Design conv_window_scheduler, sky130hd; sources not shown.
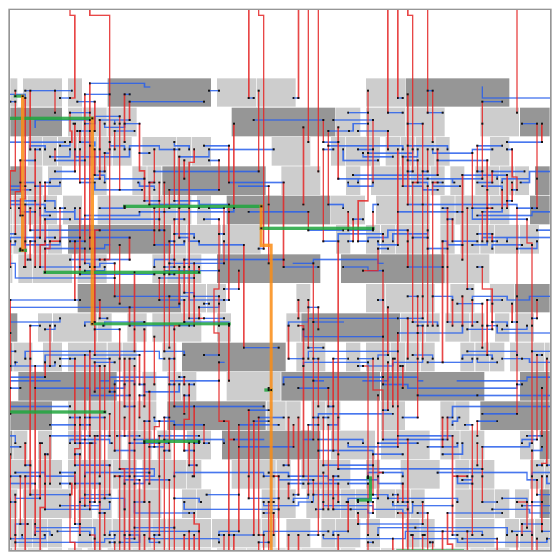
(images/zoom.png)
Window x 14 to 64, y 27 to 77 µm. Cells in gray, sequential cells in the stronger gray; small squares are vias.
color	layer
orange	met4
green	met3
red	met2
blue	met1
sequential cells in the window	18
cells with their middle in the window	217
most frequent	nand2_1 (61), nand3_1 (21), inv_1 (21)

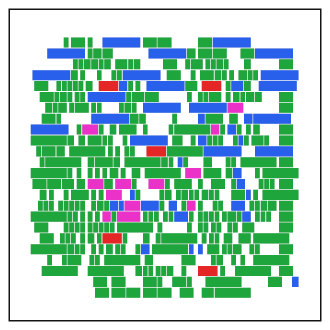
(images/drive_strength.png)
Scale: 4 px per µm.
color	size	cells
blue	drive 2	42
red	drive 6 and up	5
magenta	drive 3 to 4	12
green	drive 1 or less	336
setup slack after layout: 0.5379 ns
final standard cell area without fillers: 3177 µm²

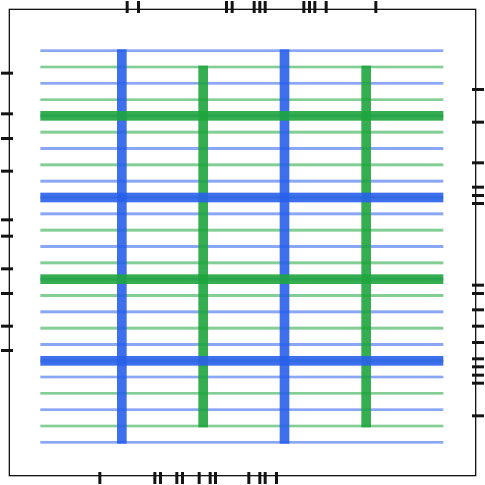
(images/pdn.png)
Scale: 6 px per µm. Pins as bars on the die edge.
color	net
green	VDD
blue	VSS
signal pins	50
rows	24
met1 rails	25
peak supply drop: 0.0003649 V
Die X-Extent: 77.50 µm

==> out/qor.rpt <==
CLOCK NETWORK
------------------------------------------------------------------------------
Number of setup buffers added after CTS                                      0
Maximum buffer depth of the clock tree                                       2
Insertion delay of the later-clocked pin in the worst-skew pair        0.31 ns
Number of buffers added to fix hold violations after cts                     0
Number of buffers inserted during clock tree synthesis                       5
Number of gates resized after cts                                            0
Sink Count                                                                  43
Level count of the clock H-tree                                              2

FLOORPLAN
------------------------------------------------------------------------------
Die footprint                                                         6005 µm²

RUN STATUS
------------------------------------------------------------------------------
Outcome                                                           finished clean

PWR
------------------------------------------------------------------------------
Lkg Pwr                                                               1.552 nW
Overall power of the completed layout                                 2.264 mW
Pwr/cell area                                                     712.8 nW/µm²

CRITICAL PATH
------------------------------------------------------------------------------
Largest stage delay, worst path                                        0.83 ns
Endpoint kind of the worst setup timing path                       output port
Highest fanout seen on the critical path                                     7
Required time reported for the critical path endpoint                  3.08 ns

LOGIC SYNTHESIS
------------------------------------------------------------------------------
Xor/xnor share                                                          3.776%
Post-synth seq share                                                    43.11%
Area of the synthesized netlist per yosys stat                        2551 µm²
Area share of and/or/nand/nor cells after synthesis                     39.04%
Multiplexer area fraction after synthesis                                   0%
Cell total in the yosys stat output                                        339
AND-OR/OR-AND share of the synthesized area                             3.090%
Post-synth cell types                                                       32
Count of state elements after synthesis                                     43
Synthesis Warnings                                                           6

WORST HOLD PATH
------------------------------------------------------------------------------
Number of cells traversed by the worst hold path                             2
Worst hold path type                                                   reg2reg

DRT
------------------------------------------------------------------------------
Total length of routed wires                                           5603 µm
Count of unresolved DRC violations after routing                             0
WL per Instance                                                       12.53 µm

PLACE
------------------------------------------------------------------------------
Post-Place Worst Slack                                               0.9060 ns
# port buffers                                                              49
Final estimated routing congestion in global placement                  0.8529

STA
------------------------------------------------------------------------------
Fin Hold WS                                                          0.4025 ns
Unrepaired setup endpoints after global routing                             no

GRT
------------------------------------------------------------------------------
Overflow after GRT                                                           0

FINAL LAYOUT
------------------------------------------------------------------------------
Relative area change from synthesis to final layout                     24.52%
Most common logic cell in the routed design                            nand2_1

FLOW RUN
------------------------------------------------------------------------------
Count of maximum capacitance violations                                      0

==> layer usage <==
layer | GRT usage (%) | up-vias | wire [µm]
met5 | 0 | - | 0
met4 | 6.873 | 0 | 79
met3 | 4.051 | 8 | 248
met2 | 34.85 | 46 | 2834
met1 | 23.34 | 1059 | 2440
li1 | - | 1160 | -
==> synthesized netlist by cell type, drive strengths merged <==
cell type  count  area [µm²]
a21oi          4       20.02
a31oi          1       6.260
and3           1       6.260
buf            1       11.26
clkinv         2       7.510
dfrtp         24       600.6
dfstp         19       499.2
ha             6       75.07
inv           49       186.4
nand2        106       425.4
nand3         31       165.2
nand3b         2       15.01
nand4         10       62.56
nor2          57       266.5
nor3           1       5.000
nor3b          1       12.51
o21ai          5       40.04
o22ai          2       12.51
or2            6       37.54
xnor2          3       26.28
xor2           8       70.07
==> layout make-up <==
type                            instances  area, µm²  share of cell area (%)
Clock buffer                            5      68.82                   2.166
Clock inverter                          3      17.52                  0.5514
Inverter                               51      193.9                   6.105
Multi-Input combinational cell        244       1246                   39.23
Sequential cell                        43       1100                   34.62
Tap cell                               52      65.06                   2.048
Timing Repair Buffer                   49      485.5                   15.28
==> tightest hold or removal path: cells and delay by family, from the launching register on <==
kind | cells | cell delay [ns]
flip-flops | 1 | 0.38
AND/OR/NAND/NOR | 2 | 0.12
==> kinds of logic (layout without fill, tap and decap cells) <==
logic type | Yosys count | in the layout
xor+xnor | 11 | 11
buf+inv | 52 | 108
compound gates | 12 | 12
flops | 43 | 43
fa+ha+maj | 6 | 6
simple gates | 215 | 215
==> power breakdown <==
group	total, mW	switching, mW	leakage, nW	internal, mW
sequential	0.751	0.181	0.517	0.571
combinational	1.27	0.849	0.986	0.418
clock	0.246	0.138	0.0488	0.108
==> stage by stage <==
stage / utilization (%) / instances
floorplan: - / 339
global placement: 70.49 / 439
detailed placement: 70.49 / 439
CTS: 72.46 / 447
global route: 72.46 / 447
finish: 72.46 / 447
Power figures rest on the tool's default switching activity, not on a simulated workload.
